### Signal wires on met1, run 1

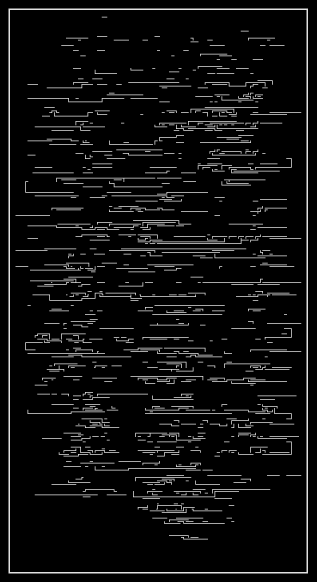
### M2 wires, run 1

Scale bar: 20 um.
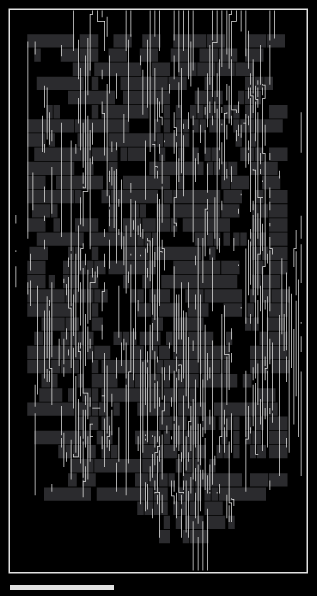
### M3 wires, run 1

Scale bar: 20 um.
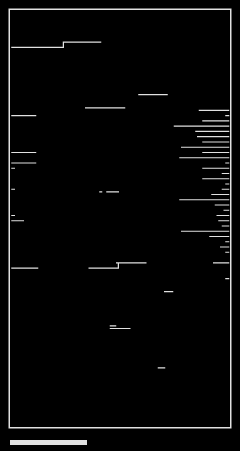
Design uart_tx_arbiter, sky130hd; sources not shown.
==> flow_summary_export.csv, run 1 <==
group,metric,value,unit
outcome,outcome,"finished with violations",
outcome,violations,"negative setup slack",
timing,fmax,511,MHz
place,place_area,3040,sq um
route,vias_per_cell,4.87,
timing,min_period,1960,ps
logic_synthesis,netlist_area,2180,sq um
logic_synthesis,top_area_cell,"dfrtp_1",
logic_synthesis,yosysCellCount,298,
timing,hold_slack,300,ps
floorplanning,chipArea,6150,sq um
setup_path,crit_fanout,12,
floorplanning,die_width,57.0,um
place,numPlacedInstances,435,
power,seqPwrFrac,18.1,%
power,clkPwrFrac,8.6,%
global_route,grt_max_degree,37,
timing,maxSlewViolCount,0,
power,power_density,2140,nW/um^2
power,p_int,3.32,mW
route,ant_nets,0,
timing,worst_slew_pin_slew,526,ps
final_layout,drive_gt1_share,17.4,%
setup_path,worstSetupStartpointType,"register",
logic_synthesis,syn_area_per_cell,7.32,sq um
clock_network,cts_tree,"done",
timing,setup-violations-final,20,
logic_synthesis,ys_seq_share,41.4,%
setup_path,regToRegSetupSlack,-170,ps
setup_path,crit_type,"register to register",
route,dr.first_iter.drc_count,96,
setup_path,cp-end-kind,"register",
final_layout,logic_area,1110,sq um
global_route,grt_pass1_wl,9920,um
clock_network,cts_max_level,2,
logic_synthesis,syn_inst,298,
logic_synthesis,yosys-top-cells-area,"dfrtp_1 39%, nand2_1 18%, nand3_1 11%, inv_1 5.0%, nor2_1 3.6%",
final_layout,regArea,903,sq um
timing,setup_ws,-166,ps
route,drc,0,
floorplanning,die.size.y,108,um
logic_synthesis,ys_types,23,
place,hpwl,4550,um
timing,rsz0062_at_grt,"true",
final_layout,fin_util,64.8,%
clock_network,clock-sinks,36,
global_route,grt_pass1_vias,2170,
clock_network,cts_hold_buf,0,
timing,post-route-period-util,109,%
setup_path,r2r_cells,15,
clock_network,cts_root_buf,"clkbuf_8",
run,warnings,35,
floorplanning,rows,36,
final_layout,syn_to_final_growth,47.2,%
run,drv_cap,0,
power,p_sw,3.55,mW
floorplanning,core_area,4950,sq um
floorplanning,fp_util,44.0,%
power,ir_drop,1.70,mV
Back to the opening pictures, 'Signal wires on met1':
longest straight run: 23.9 um
share of all routed wire: 39%
nets with wire on the layer: 390
wire length on this layer: 2300 um
main direction: horizontal
WL final: 5930 um
via count: 2177
met1 Use GR: 22.9%

Back to the opening pictures, 'M2 wires':
longest straight run: 40.0 um
share of all routed wire: 55%
grt met2 use: 37.7%

Back to the opening pictures, 'M3 wires':
wire length on this layer: 257 um
nets with wire on the layer: 44
longest straight run: 14.0 um
share of all routed wire: 4.3%
main direction: horizontal
met3 usage: 3.82%

[run 1: cell usage after synthesis (all sizes together)]
cell type,count
a21oi,3
a32oi,1
buf,9
conb,1
dfrtp,34
dfstp,2
ha,6
inv,33
nand2,114
nand3,49
nand4,2
nor2,22
nor3,8
o21ai,13
o21bai,1
[run 1: power groups by stage]
stage | registers (mW) | logic, mW | clock network, mW
after floorplan | 1.74 | 2.54 | 0
after global placement | 1.26 | 4.73 | 0
after detailed placement | 1.26 | 4.78 | 0
after CTS | 1.24 | 5.05 | 0.611
after global routing | 1.28 | 5.59 | 0.631
final | 1.24 | 5.03 | 0.593
[run 1: cell usage in the layout (no fill, tap or decap)]
cell	instances
inv_2	3
clkinv_4	1
nand4_1	2
dfstp_2	2
nor2_4	1
conb_1	1
nand2_2	10
nor2_2	3
nand3_2	2
inv_1	28
nand2_8	1
clkdlybuf4s50_1	65
ha_1	6
dfrtp_1	34
o21bai_4	1
buf_6	1
o21ai_0	13
a32oi_1	1
clkinvlp_4	2
a21oi_4	1
nor3_1	7
nor3_2	1
nand3_1	47
buf_12	3
clkbuf_8	5
nor2_1	18
nand2_4	5
a21oi_1	2
inv_4	2
nand2_1	98
buf_4	24
[run 1: stage by stage]
step	TNS [ps]	total power [mW]
final	-2080	6.87
after global routing	-5110	7.50
after CTS	-1710	6.90
after detailed placement	-3640	6.05
after global placement	-2490	5.99
after floorplan	-4080	4.28
[run 1: kinds of logic after synthesis]
family                   after synthesis  synth area share (%)
AND/OR/NAND/NOR                      195                  40.1
adder cells (fa/ha/maj)                6                  3.44
other                                  1                 0.172
AND-OR/OR-AND                         18                  5.45
flip-flops                            36                  41.4
buffers and inverters                 42                  9.40
[run 1: critical path, stage by stage (launching register included)]
cell      delay (ps)
dfstp_2          600
buf_4            130
nand2_1           60
nand2_2           90
nand2_2           70
nand2_4          100
inv_2             60
o21bai_4         160
nand2_4           90
buf_12           150
nand3_1           70
nand2_1           50
nand2_1           50
nand2_1           50
nand2_1           50
nand2_1           50
[run 1: repair_timing]
action | 4_1_cts | 5_1_grt
setup buffers | 4 | 0
endpoints found under the setup margin | 20 | 20
gates resized | 12 | 3
pin swaps | 3 | 4
[run 1: area by class of cell]
cell class	count	area share [%]
Clock inverter	3	0.740
Clock buffer	5	2.14
Inverter	33	4.01
Timing Repair Buffer	93	28.1
Tap cell	57	2.22
Multi-Input combinational cell	220	34.7
Sequential cell	36	28.1
[run 1: metal layers]
metal | global-route usage [%] | wire length (um) | part of all wire, % | up-vias
met3 | 3.82 | 257 | 4.3 | 7
met4 | 6.63 | 98 | 1.7 | 0
li1 | - | - | - | 1124
met1 | 22.9 | 2300 | 39 | 993
met5 | 0 | 0 | 0 | -
met2 | 37.7 | 3280 | 55 | 53
### Routing congestion map, run 1

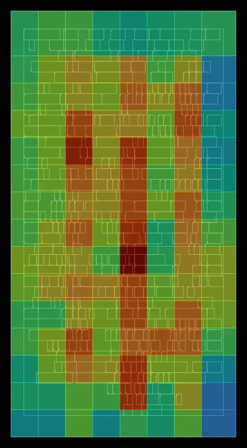

==> inputs of run 2 (changes only) <==
RECOVER_POWER = 50   (was unset)
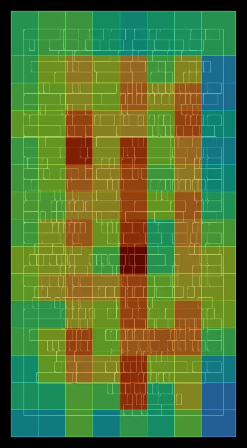
*Routing congestion map, run 2*
Tot GR Track Use: 20.4%
fin util: 64.8%
GRT busiest layer: met2
routed len/inst: 13.3 um

==> run 2 against run 1 <==
Against the previous run:
- the run still ends with negative setup slack left
- wire length barely moved
- fmax about the same
- non-clock buffer count unchanged
- register-to-register slack is essentially flat
- critical path type unchanged
- final area about the same
- clock power about the same
- first-iteration DRC count unchanged
- worst setup slack barely moved
- combinational power barely moved
- via count about the same
==> flow_summary_export.csv, run 2 <==
group,metric,value,unit
logic_synthesis,edf_count,0,
setup_path,path_depth,15,
setup_path,path_buffers,3,
setup_path,critical_path.cell_chain,"buf_4 > nand2_1 > nand2_2 > nand2_2 > nand2_4 > inv_2 > o21bai_4 > nand2_4 > buf_12 > nand3_1 > nand2_1 > nand2_1 > nand2_1 > nand2_1 > nand2_1",
timing,worst_slew_pin_slew,894,ps
logic_synthesis,top_cells_by_count,"102 x nand2_1, 48 x nand3_1, 34 x dfrtp_1",
outcome,violations,"negative setup slack",
power,p_int,3.32,mW
final_layout,drive_gt1_share,17.4,%
timing,setup_ws,-166,ps
route,dr.first_iter.drc_count,96,
timing,maxSlewViolCount,0,
clock_network,cts_root_buf,"clkbuf_8",
final_layout,logic_area,1110,sq um
outcome,outcome,"finished with violations",
logic_synthesis,netlist_area,2180,sq um
clock_network,clock-sinks,36,
route,ant_nets,0,
run,drv_cap,0,
clock_network,cts_hold_buf,0,
setup_path,r2r_cells,15,
power,p_sw,3.55,mW
logic_synthesis,yosysCellCount,298,
route,routed_wl,5930,um
logic_synthesis,syn_area_per_cell,7.32,sq um
route,vias,2179,
timing,post-route-period-util,109,%
logic_synthesis,ys_sh_aoi,5.45,%
route,wl_met2,3280,um
route,highest_layer,"met4",
logic_synthesis,dominantRegCellSynth,"dfrtp_1",
timing,rsz0062_at_grt,"true",
logic_synthesis,mux_area_share,0,%
route,met3WireLength,257,um
setup_path,worstSetupStartpointType,"register",
global_route,grt_pass1_wl,9920,um
power,clkPwrFrac,8.6,%
setup_path,regToRegSetupSlack,-170,ps
logic_synthesis,ys_top_logic_family,"simple AND/OR/NAND/NOR gates",
route,wl_met1,2290,um
setup_path,crit_type,"register to register",
setup_path,crit_fanout,12,
timing,setup-violations-final,20,
timing,tns,-2080,ps
==> run 2: cell count changes in the layout (fill, tap and decap cells not counted) <==
cell and change:
buf_4 -1, clkdlybuf4s50_1 -1, clkbuf_2 +1, dlygate4sd3_1 +1
==> run 2: kinds of logic (layout without fill, tap and decap cells) <==
family          after synthesis  in the layout
buf+inv                      42            134
flops                        36             36
simple gates                195            195
compound gates               18             18
fa+ha+maj                     6              6
other cells                   1              1
==> run 2: area by class of cell <==
class / instances / share of cell area (%)
inverters: 33 / 4.01
repair buffers: 93 / 28.0
clock inverters: 3 / 0.740
clock buffers: 5 / 2.14
flip-flops and latches: 36 / 28.1
well taps: 57 / 2.22
multi-input cells: 220 / 34.7
==> run 2: metal layers <==
| layer | track usage [%] | vias to the layer above |
|---|---|---|
| li1 | - | 1124 |
| met1 | 22.9 | 995 |
| met2 | 37.7 | 53 |
| met3 | 3.82 | 7 |
| met4 | 6.63 | 0 |
| met5 | 0 | - |
==> run 2: power groups by stage <==
stage | combinational [mW] | clock (mW) | sequential, mW
2_1_floorplan | 2.54 | 0 | 1.74
3_3_place_gp | 4.73 | 0 | 1.26
3_5_place_dp | 4.78 | 0 | 1.26
4_1_cts | 5.05 | 0.611 | 1.24
5_1_grt | 5.59 | 0.631 | 1.28
6_report | 5.03 | 0.593 | 1.24
==> run 2: stage by stage <==
stage | total power [mW] | util [%] | std cells | setup slack, ps | cell area [sq um]
2_1_floorplan | 4.28 | - | 289 | -311 | 2100
3_3_place_gp | 5.99 | 61.4 | 435 | -163 | 3040
3_5_place_dp | 6.05 | 61.4 | 435 | -238 | 3040
4_1_cts | 6.90 | 64.7 | 447 | -120 | 3210
5_1_grt | 7.49 | 64.8 | 447 | -326 | 3210
6_report | 6.87 | 64.8 | 447 | -166 | 3210
==> run 2: tightest hold or removal path: stages, from the launching register on <==
cell	delay, ps
dfrtp_1	350
nand2_1	50
nand2_1	60
==> run 2: repair_timing <==
item | 4_1_cts | 5_1_grt
buffers inserted | 4 | 0
endpoints found under the setup margin | 20 | 20
resized | 12 | 3
pin swaps | 3 | 4
No activity file was given, so power comes from the tool's default toggle rates.
